Design pipe_mem_arbiter_flat, sky130hd; sources not shown.
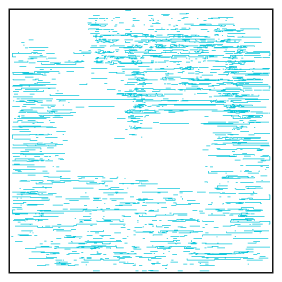
(images/m1.png)
Scale: 2 px per um.
The wires run mostly horizontal. The longest straight run is 48.3 um. The layer holds 39% of the routed length. The layer carries 6,370 um of wire.
met1 layer usage reported by global route: 22.0%
Routed WL: 16,300 um

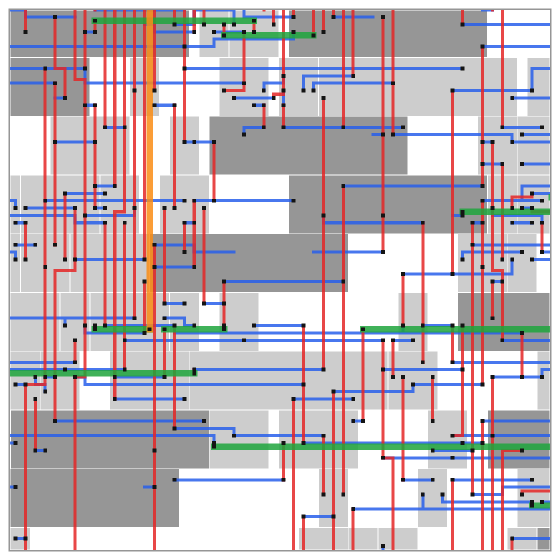
(images/closeup.png)
Window x 86 to 111, y 86 to 111 um. Cells in grey, sequential cells in the stronger grey; small squares are vias.
Orange stands for M4. Green stands for M3. Blue stands for M1. Red stands for M2.
43 logic cells have their middle in the window. Sequential cells in the window: 7. Most frequent: nand2_1 (10), a31oi_1 (9).

==> qor.yml <==
status: "finished clean"
fill_cells: 1278
worst_pin_slew_ps: 1080
power.density_nw_per_um2: 431
dpl_cell_area_sq_um: 8780
hpwl_um: 11400
cells_after_synthesis: 447
netlist.top_cell.by_area: "sky130_fd_sc_hd__dfrtp_1"
num_tap_cells: 216
critical_path.max_stage_delay_ps: 570
floorplanUtilization_pct: 36.3
top_area_cell_class: "sequential cells"
log_warnings: 29
area_fraction_in_and_or_nand_and_nor_cells_pct: 6.14
hold_viol_final: 0
final_cells: 949
ir_drop_mv: 0.204
grt_use_met3_pct: 6.68
grt_setup_unrepaired: "no"
number_of_antenna_violations_at_the_first_check_in_global_routing: 0
num-nonclk-inverters: 7
worst_path_max_delay_cell: "sky130_fd_sc_hd__clkdlybuf4s50_1"
num_antenna_cells: 0
final-seq-area_sq_um: 3530
num_rows: 46
synth_area_sq_um: 5820
floorplan.die.width_um: 131
p_int_mw: 2.87
seq-cell-share_pct: 37.6
max_freq_ghz: 0.179
wl_met3_um: 1260
timing.clock.skew_ps: 6.67
slew_headroom_pct: 28.3
report.power.total_mw: 4.05
cts_setup_buffers: 0
finalInstanceArea_sq_um: 9390
timing.critical_path.depth: 4
yosys.stat.seqShare_pct: 60.6
crit_buf_inv: 2
path_class: "in2out"
non_clock_buffer_count: 282
layout.core_utilization_pct: 58.5
synthesis.yosys.warnings: 0
layout.clock.cell_area_share_pct: 6.48
flip_flops_with_a_built_in_enable: 0
synth.top_cell.area_share_pct: 60.2
crit_path_end_kind: "output pin"
cts_tree: "done"
syn2layout_area_growth_pct: 61.2
clockNetworkPower_mw: 0.887
synth.mux.area_fraction_pct: 20.9
startpoint_type: "input port"
drive_gt1_share_pct: 19.6
layout_top_cell_excl_fill_tap: "sky130_fd_sc_hd__clkdlybuf4s50_1"
seq_power_mw: 1.40
cpLargestDelayFamily: "buffers and inverters"
netlist_top_cells_area: "sky130_fd_sc_hd__dfrtp_1 60%, sky130_fd_sc_hd__mux2_2 14%, sky130_fd_sc_hd__mux2_4 6.4%"
top_reg_cell_synth: "sky130_fd_sc_hd__dfrtp_1"
chipArea_sq_um: 17200
cap_viol_max_count: 0
routed_via_count: 4650
synth.logic.top_family: "multiplexers"
grt_start_max_net_pins: 80
critical_path_cell_by_cell: "clkdlybuf4s50_1 > o21bai_4 > nand2_1 > clkdlybuf4s50_1"
powerComb_mw: 1.76
routed_length_on_met2_um: 8340
number_of_buffers_added_on_ports: 276
highest_layer: "met4"
slew_violations: 0
floorplan.nets: 589
power-top-group: "combinational logic"
timing.setup.tns_ps: 0
cp.required_ps: 5080
timing.critical_path.fanout_max: 4
initialDrtViolationCount: 163
busiest_layer: "met2"
finalClockPeriodUsage_pct: 77.1
flops: 141
timing.final.ws_setup_ps: 1660
setup_viol_count_final: 0
route.detailed.wl_per_inst_um: 17.1
pin_count: 277
routedLengthMet1_um: 6370
grt_use_total_pct: 19.7
netSwitchingPower_mw: 1.18
synth_async_sr_flop_share_pct: 100
period_minus_slack_ps: 5590
ys_area_sq_um: 5820
synthDistinctLibCells: 30
dp.cells: 917
combPwrFrac_pct: 43.5
ys_top_cells_by_count: "140 x sky130_fd_sc_hd__dfrtp_1, 73 x sky130_fd_sc_hd__mux2_2, 70 x sky130_fd_sc_hd__nand2_1"
cts.sink_count: 141
holdCritPathClass: "reg2reg"
clk_pin_slew_ps: 60
holdPathStages: 1
drc_errors: 0
grt_pass1_wl_um: 24700
postRouteAntennaNets: 0
power.share.sequential_pct: 34.6
clk_path_buf_depth: 2
worst_path_most_repeated_cell: "sky130_fd_sc_hd__clkdlybuf4s50_1"
place_ws_ps: 1670
cts-resized-gates: 0
cts_root_buf: "sky130_fd_sc_hd__clkbuf_16"
logic_area_sq_um: 2140
vias_per_cell: 4.90
total_cts_buffers: 17
post-synth-top-count-cell: "sky130_fd_sc_hd__dfrtp_1"
ys_ff: 141
buf_share_pct: 29.9
synth-cells-yosys: 447
ys_sh_xor_pct: 0
clock_insertion_delay_worst_skew_ps: 410
adder_share_synth_pct: 0.859
final.hold.worst_slack_ps: 501
total_leakage_power_nw: 4.01
syn-mean-instance-area_sq_um: 13.0
cts_h_tree_lvls: 4
grt_util_met2_pct: 32.9
vias_in_the_first_global_route: 4816
gp_congestion: 0.798
switching_share_pct: 29.1
lay_top_cells: "276 x sky130_fd_sc_hd__clkdlybuf4s50_1, 140 x sky130_fd_sc_hd__dfrtp_1, 73 x sky130_fd_sc_hd__mux2_2, 70 x sky130_fd_sc_hd__nand2_1"
pwr-share-clk_pct: 21.9
core_region_area_sq_um: 16100
final_net_count: 862
crit_arrival_ps: 3410
final.clkbuf_count: 19
timing.reg2reg.setup_slack_ps: 4450
drtPass1Iterations: 6
vertical_die_dimension_um: 131
aoi_share_pct: 8.44
No activity file was given, so power comes from the tool's default toggle rates.
